File: config.mk
export PLATFORM = sky130hd
export DESIGN_NAME = periph_bridge
export DESIGN_NICKNAME = d
export VERILOG_FILES = /design/src/rtl/periph_bridge.sv
export SDC_FILE = /design/constraint.sdc
export NUM_CORES = 1
export LEC_CHECK = 0
export CORE_MARGIN = 2
export CORE_UTILIZATION = 25
export CTS_CLUSTER_SIZE = 12
export DETAILED_ROUTE_END_ITERATION = 7
export PLACE_DENSITY_LB_ADDON = 0.2
export REMOVE_ABC_BUFFERS = 1
export SLEW_MARGIN = 20
export SYNTH_ARGS = -nofsm -noshare
export SYNTH_HDL_FRONTEND = slang
export SYNTH_SLANG_ARGS = --single-unit
File: constraint.sdc
create_clock -name clk -period 3.44 [get_ports clk]
set_input_delay 0.688 -clock clk [delete_from_list [all_inputs] [get_ports clk]]
set_output_delay 0.688 -clock clk [all_outputs]
set_load 0.01 [all_outputs]
File: src/rtl/periph_bridge.sv
// periph_bridge: single-outstanding bridge from the CPU memory stage to two
// timer/counter units and the interrupt generator. A request is latched and
// decoded in IDLE, the selected peripheral is strobed in ACCESS, and the
// response is presented for one cycle in RESP.
module periph_bridge #(
    parameter logic [31:0] TC0_BASE = 32'h0000_7F00,
    parameter logic [31:0] TC1_BASE = 32'h0000_7F10,
    parameter logic [31:0] INT_BASE = 32'h0000_7F20
) (
    input  logic        clk,
    input  logic        reset,
    input  logic        cpu_req,
    input  logic        cpu_we,
    input  logic [31:0] cpu_addr,
    input  logic [3:0]  cpu_byteen,
    input  logic [31:0] cpu_wdata,
    output logic        cpu_ready,
    output logic [31:0] cpu_rdata,
    output logic        cpu_err,
    output logic [29:0] tc0_addr,
    output logic        tc0_we,
    output logic [31:0] tc0_din,
    input  logic [31:0] tc0_dout,
    input  logic        tc0_irq,
    output logic [29:0] tc1_addr,
    output logic        tc1_we,
    output logic [31:0] tc1_din,
    input  logic [31:0] tc1_dout,
    input  logic        tc1_irq,
    input  logic        int_irq,
    output logic        int_we,
    output logic [5:0]  hwint
);

    typedef enum logic [1:0] {
        StIdle   = 2'd0,
        StAccess = 2'd1,
        StResp   = 2'd2
    } state_e;

    state_e      state_q, state_d;
    logic        accept;
    logic        hit_tc0, hit_tc1, hit_int, fault;
    logic        we_q;
    logic [2:0]  sel_q;      // {int, tc1, tc0}; all-zero for a faulting access
    logic        err_q;
    logic [29:0] tc0_addr_q, tc1_addr_q;
    logic [31:0] tc0_din_q, tc1_din_q;
    logic [31:0] rdata_q, rdata_d;
    logic [5:0]  hwint_q;

    assign accept = (state_q == StIdle) && cpu_req;

    // Address decode and fault detection on the incoming request.
    always_comb begin
        hit_tc0 = (cpu_addr >= TC0_BASE) && (cpu_addr <= TC0_BASE + 32'd8);
        hit_tc1 = (cpu_addr >= TC1_BASE) && (cpu_addr <= TC1_BASE + 32'd8);
        hit_int = (cpu_addr == INT_BASE);
        // Byte enables only matter for the fault check, so they are folded
        // into err_q rather than stored separately.
        fault   = (cpu_addr[1:0] != 2'b00)
                || !(hit_tc0 || hit_tc1 || hit_int)
                || (cpu_we && (cpu_byteen != 4'hF));
    end

    // Next-state logic: IDLE -> ACCESS on request, then ACCESS -> RESP -> IDLE.
    always_comb begin
        state_d = state_q;
        unique case (state_q)
            StIdle:   if (cpu_req) state_d = StAccess;
            StAccess: state_d = StResp;
            StResp:   state_d = StIdle;
            default:  state_d = StIdle;
        endcase
    end

    // State register.
    always_ff @(posedge clk or negedge reset) begin
        if (!reset) state_q <= StIdle;
        else        state_q <= state_d;
    end

    // Latch the request attributes and decode result on the accept edge.
    always_ff @(posedge clk or negedge reset) begin
        if (!reset) begin
            we_q  <= 1'b0;
            sel_q <= 3'b000;
            err_q <= 1'b0;
        end else if (accept) begin
            we_q  <= cpu_we;
            sel_q <= fault ? 3'b000 : {hit_int, hit_tc1, hit_tc0};
            err_q <= fault;
        end
    end

    // TC address/data registers: loaded only for a clean hit, otherwise hold.
    always_ff @(posedge clk or negedge reset) begin
        if (!reset) begin
            tc0_addr_q <= '0;
            tc0_din_q  <= '0;
            tc1_addr_q <= '0;
            tc1_din_q  <= '0;
        end else if (accept && !fault) begin
            if (hit_tc0) begin
                tc0_addr_q <= cpu_addr[31:2];
                tc0_din_q  <= cpu_wdata;
            end
            if (hit_tc1) begin
                tc1_addr_q <= cpu_addr[31:2];
                tc1_din_q  <= cpu_wdata;
            end
        end
    end

    // Read data captured at the end of ACCESS; INT loads and faults return 0.
    always_comb begin
        rdata_d = rdata_q;
        if (state_q == StAccess) begin
            rdata_d = 32'h0;
            if (!we_q && sel_q[0]) rdata_d = tc0_dout;
            if (!we_q && sel_q[1]) rdata_d = tc1_dout;
        end
    end

    // Read data register.
    always_ff @(posedge clk or negedge reset) begin
        if (!reset) rdata_q <= 32'h0;
        else        rdata_q <= rdata_d;
    end

    // Interrupt lines re-registered every cycle, independent of the FSM.
    always_ff @(posedge clk or negedge reset) begin
        if (!reset) hwint_q <= 6'h00;
        else        hwint_q <= {3'b000, int_irq, tc1_irq, tc0_irq};
    end

    // Strobes are decoded from the state register so reset drops them at once.
    assign tc0_we    = (state_q == StAccess) && we_q && sel_q[0];
    assign tc1_we    = (state_q == StAccess) && we_q && sel_q[1];
    assign int_we    = (state_q == StAccess) && we_q && sel_q[2];
    assign tc0_addr  = tc0_addr_q;
    assign tc0_din   = tc0_din_q;
    assign tc1_addr  = tc1_addr_q;
    assign tc1_din   = tc1_din_q;
    assign cpu_ready = (state_q == StResp);
    assign cpu_err   = (state_q == StResp) && err_q;
    assign cpu_rdata = rdata_q;
    assign hwint     = hwint_q;

endmodule

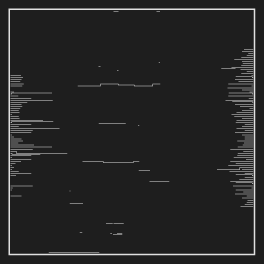
(images/m3.png)
Drawn at 1.5 px/µm.
main direction: horizontal
nets with wire on the layer: 141

==> run notes <==
Status of the implementation.

- The flow ran to the end, and the final reports show no timing, DRC or antenna violations.
- The layout report lists the multi-input gate area as 0.00195 mm².
- Per the synthesis report, the number of distinct cell types is 32.
- After layout, the minimum clock period comes to 3050 ps.
- Counting flops and latches in the post-synthesis netlist gives 166.
- Once detail routing completed, the nets flagged for antenna violations numbered 0.
- Setup repair after global routing left no endpoint under its margin.
- Counting the fill cells in the layout gives 2240.
- The post-placement cell area is 0.00967 mm².
- The delay of the slowest cell on the worst path is 640 ps, for reference.
- The clock passes through at most 2 buffers.
- The number of antenna violations at the first check in global routing is 0, for reference.
- The number of flops mapped to enable cells by yosys is 0, for reference.
- The H-tree depth is 4, for reference.
- For this run, the final setup violation count is recorded as 0.
- The total area inside the core boundary comes to 0.0245 mm².
- Per the synth stats, the proportion of register bits with asynchronous set or reset is 1.00.
- From left edge to right edge, the die measures 162 µm.
- The number of sinks driven by the clock tree is 166, for reference.
- In this run, post-CTS repair resized a total of 0 instances.
- The number of warnings the tools reported is 25, for reference.
- The weighted congestion reported at the end of routability-driven placement is 0.826, for reference.
- Of the synthesized area, sequential elements account for 0.662.
- The TritonCTS buffer count is 17, for reference.
- The overall die area is 0.0264 mm², for reference.
- The worst reg-to-reg setup slack is 740 ps, for reference.
- Per the STA report, the cell with the highest stage delay on the worst path is sky130_fd_sc_hd__or4_1.
- Checking hold timing, the worst path is listed with class in -> async.
- The detailed router finished its first iteration with 220 violations.
- The worst setup slack after layout is 392 ps, for reference.
- Of the cells placed in the final design, the portion with a size suffix greater than 1 is 0.168.
- Once detailed placement completed, the half-perimeter wirelength came to 13.2 mm.
- Data on the critical path is required at its endpoint by 3740 ps.
- Per the cell usage report, the commonest logic cell in the layout is sky130_fd_sc_hd__clkdlybuf4s50_1.
- By instance count, the cell type seen most on the critical path is sky130_fd_sc_hd__or4_1.
- The count of mapped cells out of synthesis is 460, for reference.
- The script reports the combined buffer and inverter count of the critical path as 2.
- On the critical path the data arrives at 3350 ps.
- The area taken by sequential standard cells is reported as 0.00415 mm².
- The net count reported at finish is 905, for reference.
- STA classifies the critical path endpoint as a flip-flop.
- In the global route stage, overall resource usage came out at 0.138.
- Overall power consumption after layout is estimated at 4.82 mW.
- The most common logic cells in the final layout are sky130_fd_sc_hd__clkdlybuf4s50_1, sky130_fd_sc_hd__dfrtp_1, sky130_fd_sc_hd__nor2_1, sky130_fd_sc_hd__mux2_2, sky130_fd_sc_hd__nor2b_1.
- Summed over all cells, the static leakage comes to 4.68 nW.
- The post-cts hold-fix buffer tally is 0, for reference.
- The signal on the critical path passes through clkdlybuf4s50_1 > or4_1 > or4_1 > nor4_4 > buf_12 > mux2_2.
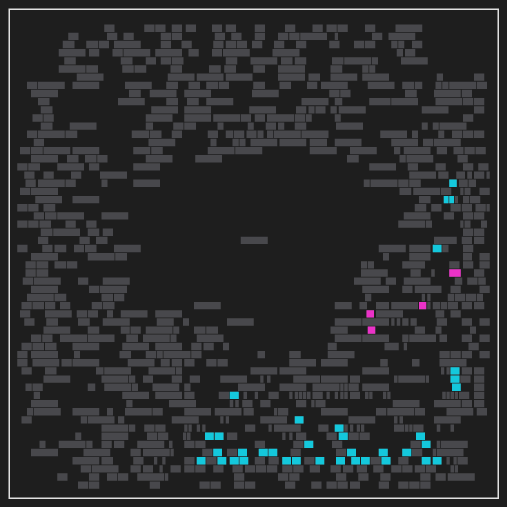
(images/gates.png)
Drawn at 3 px/µm.
legend:
  non-inverting ao/oa cells:
    color: magenta
    cells: 4
    where: east
  aoi and oai cells:
    color: cyan
    cells: 36

[state kept, by name, summed over array words and instances, names as in the netlist]
register and flops:
state_q 2, tc1_addr 30, tc1_din 32, err_q 1, tc0_addr 30, sel_q 3
tc0_din 32, we_q 1, cpu_rdata 32, hwint 3
[area by class of cell]
cell class                      instances  share of cell area
Timing Repair Buffer                  315               0.307
Clock buffer                           17              0.0414
Sequential cell                       166               0.404
Inverter                                2            0.000730
Multi-Input combinational cell        264               0.190
Tap cell                              324              0.0394
Clock inverter                         15              0.0179
[worst paths after layout]
path | start | endpoint | cells after the start
max | cpu_addr[19] | tc1_din[0] | 6
min in group clk | tc1_addr[6] | tc1_addr[6] | 1
max in group asynchronous | reset | tc1_din[31] | 2
min | reset | hwint[1] | 1
max reg2reg | state_q[1] | tc1_din[0] | 5
min reg2reg | tc1_addr[6] | tc1_addr[6] | 1
[worst reg2reg max path, cell delays in order (launching register included)]
cell and delay [ps]:
sky130_fd_sc_hd__dfrtp_1 380, sky130_fd_sc_hd__or3b_1 400, sky130_fd_sc_hd__or4_1 690, sky130_fd_sc_hd__nor4_4 380, sky130_fd_sc_hd__buf_12 320, sky130_fd_sc_hd__mux2_2 410
[kinds of logic after synthesis]
logic type | synth area share
AOI/OAI and AO/OA | 0.0542
DFF | 0.662
and+or+nand+nor | 0.131
buffers and inverters | 0.0309
other | 0.000597
muxes | 0.122
[Yosys cell counts, types with 2 or more instances]
cell type / count / share of area
sky130_fd_sc_hd__dfrtp_1: 166 / 0.66
sky130_fd_sc_hd__nor2_1: 67 / 0.040
sky130_fd_sc_hd__mux2_2: 66 / 0.12
sky130_fd_sc_hd__nor2b_1: 43 / 0.043
sky130_fd_sc_hd__a221oi_1: 32 / 0.045
sky130_fd_sc_hd__clkbuf_1: 17 / 0.010
sky130_fd_sc_hd__or2_2: 15 / 0.015
sky130_fd_sc_hd__buf_6: 8 / 0.014
sky130_fd_sc_hd__nand2_1: 5 / 0.0030
sky130_fd_sc_hd__nor4_1: 5 / 0.0050
sky130_fd_sc_hd__a21o_1: 3 / 0.0036
sky130_fd_sc_hd__and3_1: 3 / 0.0030
sky130_fd_sc_hd__buf_4: 3 / 0.0036
sky130_fd_sc_hd__or4_1: 3 / 0.0036
sky130_fd_sc_hd__buf_2: 2 / 0.0016
sky130_fd_sc_hd__mux2_1: 2 / 0.0036
sky130_fd_sc_hd__nand4_1: 2 / 0.0020
sky130_fd_sc_hd__nor4_4: 2 / 0.0068
sky130_fd_sc_hd__nor4b_1: 2 / 0.0028
sky130_fd_sc_hd__o21ai_0: 2 / 0.0016
[metrics by stage]
step,setup TNS [ps],hold slack (ps)
finish,0,280
global route,0,313
CTS,0,291
detailed placement,-603,455
global placement,0,450
floorplan,-79230,392
[per-layer routing]
layer | vias up | GRT usage | wire (µm)
met3 | 14 | 0.0507 | 1470
met1 | 2363 | 0.158 | 7090
met2 | 161 | 0.240 | 9250
li1 | 2211 | - | -
met5 | - | 0 | 0
met4 | 0 | 0.0398 | 235
[power breakdown]
group	internal (mW)	total (mW)	switching (mW)
Sequential	2.08	2.16	0.0739
Clock	0.986	1.90	0.911
Combinational	0.446	0.764	0.319
Power is estimated from default activity; no workload was simulated.
